[src/rtl/cnn_dnn_pkg.sv]
// Shared types and elaboration-time helpers for the CNN->DNN sequencer.
package cnn_dnn_pkg;

    // Upper bound on DNN depth; LNN is zero-extended to this many 32-bit slots
    // so the row-count helper can take a fixed-width argument.
    localparam int MaxLayers = 8;
    localparam int LnnBits   = MaxLayers * 32;

    // Pixel count of one frame for the default 8x8 image.
    localparam int DefaultImageWidth = 8;
    localparam int FramePixels       = DefaultImageWidth * DefaultImageWidth;

    typedef enum logic [2:0] {
        S_IDLE,
        S_RST,
        S_LOAD,
        S_STREAM,
        S_DRAIN
    } seq_state_t;

    // Weight-ROM rows: ImageSize rows for layer 0, then one row per neuron of
    // every earlier layer feeding a later one. Slot NumLayers-1 is the first layer.
    function automatic int total_rows(input int image_size, input int num_layers,
                                      input logic [LnnBits-1:0] lnn);
        int acc;
        acc = image_size;
        for (int k = 1; k < num_layers; k++) begin
            acc += int'(lnn[(num_layers - k) * 32 +: 32]);
        end
        return acc;
    endfunction

endpackage

[src/rtl/cnn_dnn_sequencer_pixel_skid.sv]
// Single-entry valid/ready register between the upstream pixel source and top.
module pixel_skid
    import cnn_dnn_pkg::*;
#(
    parameter int Width = 4
) (
    input  logic             clk,
    input  logic             res,
    input  logic             en_i,
    input  logic             up_valid_i,
    output logic             up_ready_o,
    input  logic [Width-1:0] up_data_i,
    output logic             dn_valid_o,
    input  logic             dn_ready_i,
    output logic [Width-1:0] dn_data_o
);

    logic             valid_q, valid_d;
    logic [Width-1:0] data_q, data_d;

    // Accept a new pixel whenever the slot is empty or is being emptied this cycle.
    assign up_ready_o = en_i && (!valid_q || dn_ready_i);
    assign dn_valid_o = valid_q;
    assign dn_data_o  = data_q;

    // Load on an upstream handshake, otherwise drop the entry once downstream takes it.
    always_comb begin
        valid_d = valid_q;
        data_d  = data_q;
        if (up_valid_i && up_ready_o) begin
            valid_d = 1'b1;
            data_d  = up_data_i;
        end else if (dn_ready_i) begin
            valid_d = 1'b0;
        end
    end

    // Slot register; data only changes on a load, so it is stable while stalled.
    always_ff @(posedge clk) begin
        if (res) begin
            valid_q <= 1'b0;
            data_q  <= '0;
        end else begin
            valid_q <= valid_d;
            data_q  <= data_d;
        end
    end

endmodule

[src/rtl/cnn_dnn_sequencer.sv]
// Drives the CNN->DNN pipeline: optional reset + weight load, then one pixel frame.
module cnn_dnn_sequencer
    import cnn_dnn_pkg::*;
#(
    parameter int BitSize      = 4,
    parameter int ImageWidth   = 8,
    parameter int ImageSize    = 4,
    parameter int M_W_BitSize  = 4,
    parameter int MaxNumNerves = 4,
    parameter int NumLayers    = 2,
    parameter logic [NumLayers-1:0][31:0] LNN = {32'd2, 32'd4},
    localparam int TotalRows   = total_rows(ImageSize, NumLayers, LnnBits'(LNN)),
    localparam int AddrW       = $clog2(TotalRows),
    localparam int WordW       = MaxNumNerves * M_W_BitSize
) (
    input  logic              clk,
    input  logic              res,
    input  logic              start,
    input  logic              reload,
    output logic              wmem_rd,
    output logic [AddrW-1:0]  wmem_addr,
    input  logic [WordW-1:0]  wmem_data,
    input  logic              pix_valid,
    output logic              pix_ready,
    input  logic [BitSize-1:0] pix_data,
    output logic              top_res_n,
    output logic [WordW-1:0]  in_weights,
    output logic              in_valid,
    output logic [BitSize-1:0] in_data,
    input  logic              out_ready,
    input  logic              out_done,
    output logic              busy,
    output logic              done,
    output logic [15:0]       frame_cnt
);

    localparam int FrameLen = ImageWidth * ImageWidth;
    localparam int CntW     = $clog2(FrameLen + 1);

    localparam logic [AddrW-1:0] RowLast    = AddrW'(TotalRows - 1);
    localparam logic [CntW-1:0]  FrameFull  = CntW'(FrameLen);
    localparam logic [CntW-1:0]  FrameLast  = CntW'(FrameLen - 1);

    seq_state_t       state_q, state_d;
    logic [AddrW-1:0] row_q, row_d;
    logic             loaded_q, loaded_d;
    logic [CntW-1:0]  taken_q, taken_d;
    logic [CntW-1:0]  xfer_q, xfer_d;
    logic             done_seen_q, done_seen_d;
    logic             done_q, done_d;
    logic [15:0]      frame_cnt_q, frame_cnt_d;

    logic             skid_en;
    logic             pix_take;
    logic             pix_xfer;

    // Upstream is only opened in STREAM and closed once the whole frame has been taken.
    assign skid_en  = (state_q == S_STREAM) && (taken_q != FrameFull);
    assign pix_take = pix_valid && pix_ready;
    assign pix_xfer = in_valid && out_ready;

    pixel_skid #(
        .Width (BitSize)
    ) u_skid (
        .clk        (clk),
        .res        (res),
        .en_i       (skid_en),
        .up_valid_i (pix_valid),
        .up_ready_o (pix_ready),
        .up_data_i  (pix_data),
        .dn_valid_o (in_valid),
        .dn_ready_i (out_ready),
        .dn_data_o  (in_data)
    );

    // top is held in reset by our own reset and for the single RST cycle.
    assign top_res_n = !(res || (state_q == S_RST));
    assign busy      = (state_q != S_IDLE);
    assign done      = done_q;
    assign frame_cnt = frame_cnt_q;

    // Next-state, counters and ROM/weight outputs.
    always_comb begin
        state_d     = state_q;
        row_d       = row_q;
        loaded_d    = loaded_q;
        taken_d     = taken_q;
        xfer_d      = xfer_q;
        done_seen_d = done_seen_q;
        done_d      = 1'b0;
        frame_cnt_d = frame_cnt_q;
        wmem_rd     = 1'b0;
        wmem_addr   = '0;
        in_weights  = '0;

        case (state_q)
            S_IDLE: begin
                row_d       = '0;
                taken_d     = '0;
                xfer_d      = '0;
                done_seen_d = 1'b0;
                if (start) begin
                    // Streaming without weights in top is meaningless, so force a load.
                    state_d = (reload || !loaded_q) ? S_RST : S_STREAM;
                end
            end

            S_RST: begin
                // Prefetch row 0 so it is on wmem_data in the first LOAD cycle.
                loaded_d  = 1'b0;
                wmem_rd   = 1'b1;
                wmem_addr = '0;
                state_d   = S_LOAD;
            end

            S_LOAD: begin
                // Row row_q is on the ROM bus now; fetch the next one for the following cycle.
                in_weights = wmem_data;
                if (row_q == RowLast) begin
                    loaded_d = 1'b1;
                    state_d  = S_STREAM;
                end else begin
                    wmem_rd   = 1'b1;
                    wmem_addr = row_q + 1'b1;
                    row_d     = row_q + 1'b1;
                end
            end

            S_STREAM: begin
                if (pix_take) begin
                    taken_d = taken_q + 1'b1;
                end
                // top may finish as the last pixel lands; remember it for DRAIN.
                if (out_done) begin
                    done_seen_d = 1'b1;
                end
                if (pix_xfer) begin
                    xfer_d = xfer_q + 1'b1;
                    if (xfer_q == FrameLast) begin
                        state_d = S_DRAIN;
                    end
                end
            end

            S_DRAIN: begin
                if (out_done || done_seen_q) begin
                    done_d      = 1'b1;
                    frame_cnt_d = frame_cnt_q + 16'd1;
                    done_seen_d = 1'b0;
                    state_d     = S_IDLE;
                end
            end

            default: begin
                state_d = S_IDLE;
            end
        endcase
    end

    // State and counter registers; reset also forgets that weights were loaded.
    always_ff @(posedge clk) begin
        if (res) begin
            state_q     <= S_IDLE;
            row_q       <= '0;
            loaded_q    <= 1'b0;
            taken_q     <= '0;
            xfer_q      <= '0;
            done_seen_q <= 1'b0;
            done_q      <= 1'b0;
            frame_cnt_q <= '0;
        end else begin
            state_q     <= state_d;
            row_q       <= row_d;
            loaded_q    <= loaded_d;
            taken_q     <= taken_d;
            xfer_q      <= xfer_d;
            done_seen_q <= done_seen_d;
            done_q      <= done_d;
            frame_cnt_q <= frame_cnt_d;
        end
    end

endmodule

[config.mk]
export PLATFORM = sky130hd
export DESIGN_NAME = cnn_dnn_sequencer
export DESIGN_NICKNAME = d
export VERILOG_FILES = /design/src/rtl/cnn_dnn_pkg.sv /design/src/rtl/cnn_dnn_sequencer_pixel_skid.sv /design/src/rtl/cnn_dnn_sequencer.sv
export SDC_FILE = /design/constraint.sdc
export NUM_CORES = 1
export LEC_CHECK = 0
export ABC_AREA = 0
export CAP_MARGIN = 15
export CORE_UTILIZATION = 47
export DETAILED_ROUTE_END_ITERATION = 10
export PLACE_DENSITY = 0.8
export REMOVE_ABC_BUFFERS = 1
export SLEW_MARGIN = 10
export SYNTH_ARGS = -nofsm -noshare
export SYNTH_HDL_FRONTEND = slang
export SYNTH_SLANG_ARGS = --single-unit
[constraint.sdc]
create_clock -name clk -period 1.76 [get_ports clk]
set_input_delay 0.352 -clock clk [delete_from_list [all_inputs] [get_ports clk]]
set_output_delay 0.352 -clock clk [all_outputs]
set_load 0.02 [all_outputs]
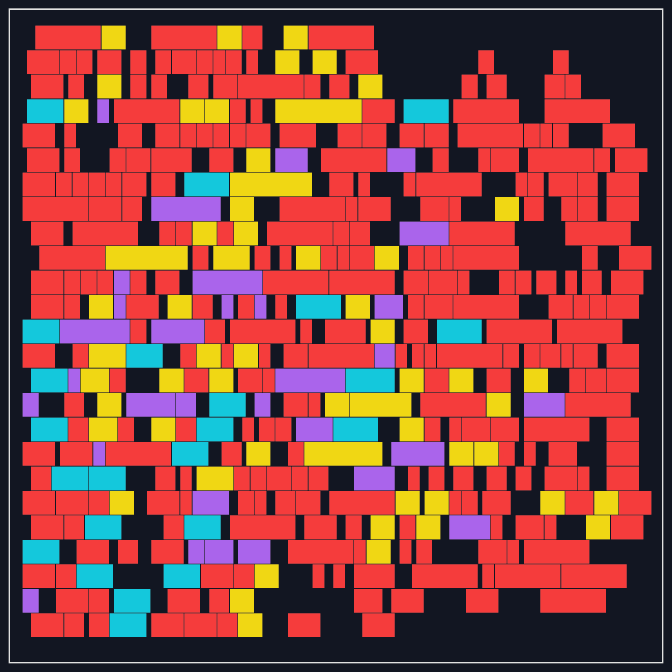
Figure 1: cell sizes after repair.
Key: drive 6 and up = cyan [cells 23, share 5.7%, most used buf_6]; drive 3 to 4 = yellow [cells 58, share 14%, most used buf_4]; drive 2 = purple [cells 31, share 7.7%, most used inv_2]; drive 1 or less = red [cells 289, share 72%, most used clkdlybuf4s50_1]
Non-CTS buffers: 119
final instance area: 0.003623 sq mm

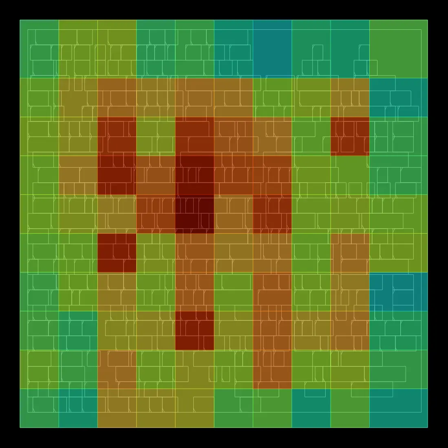
Figure 2: routing congestion map.
Final Util: 76.21%
GRT busiest layer: met2
average wire per standard cell: 13.51 um
GR Util All Layers: 23.33%
met2 GRT Util: 42.78%

==> job_summary.md <==
## Implementation flow summary

| Metric | Value |
|---|---|
| Final setup margin | -0.04505 ns |
| WHS Path Cells | 2 |
| DP Cell Count | 455 |
| Failing checks | negative setup slack |
| Most common cell in the synthesized netlist | dfxtp_1 |
| Post-CTS setup buffer count | 4 |
| Late-Pin Clk Latency | 0.29 ns |
| Via count | 2550 |
| # rows | 25 |
| Area reported by Yosys stat | 0.002331 sq mm |
| Max-slew violation count | 0 |
| Final RePlAce weighted congestion | 0.8483 |
| Status | complete, but fails checks |
| R2r setup slk | 0.02 ns |
| P_comb | 432 uW |
| CP Capture Point | pix_ready |
| Signal buf overhead | 29.77% |
| Layout cells sized above 1 | 27.93% |
| Initial antenna violation count | 0 |
| Tmin final | 1.805 ns |
| Layout clock buffers | 6 |
| Routed Wire Length | 6.324 mm |
| # setup viols final | 3 |
| Total CTS buffers | 5 |
| Top Layout Cells | clkdlybuf4s50_1, buf_4, dfxtp_1 |
| Worst ir drop on vdd | 0.0003807 V |
| Synthesized instance count | 291 |
| DRC viols | 0 |
| Routed wl met2 | 3.205 mm |
| Clk network pwr share | 29.4% |
| Post-synth top cells | dfxtp_1, nand3_1, a21oi_1 |
| DP Wirelength | 4.166 mm |
| Compound Share, Synth | 17.50% |
| Element type at the critical path end | output pin |
| Logic area | 0.001449 sq mm |
| DIE HEIGHT | 72.43 um |
| Cell type with the largest total area | dfxtp_1 |
| Flip-flop count of the largest register after layout | 16 |
| Power Clock | 602 uW |
| Maximum clock path buffer count | 2 |
| Number of cells on the critical path | 6 |
| Simple-gate share of the synthesized area | 32.15% |
| EDFF count, synth | 0 |
| Register Area | 889.6 sq um |
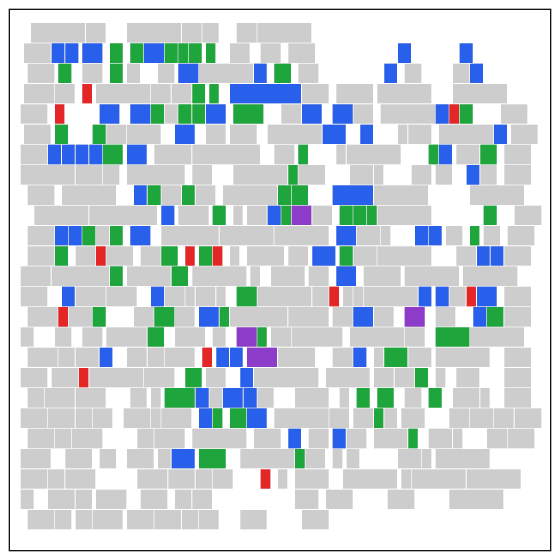
Figure 3: gate-type map.
Key: inverting AOI/OAI gates = blue [cells 63, where widely spread]; AND-OR and OR-AND gates = purple [cells 4, where middle]; NAND gates = green [cells 63]; inverters = red [cells 12]
logic share of the area: 39.99%
Post-Layout Cell Count: 468

Power figures rest on the tool's default switching activity, not on a simulated workload.
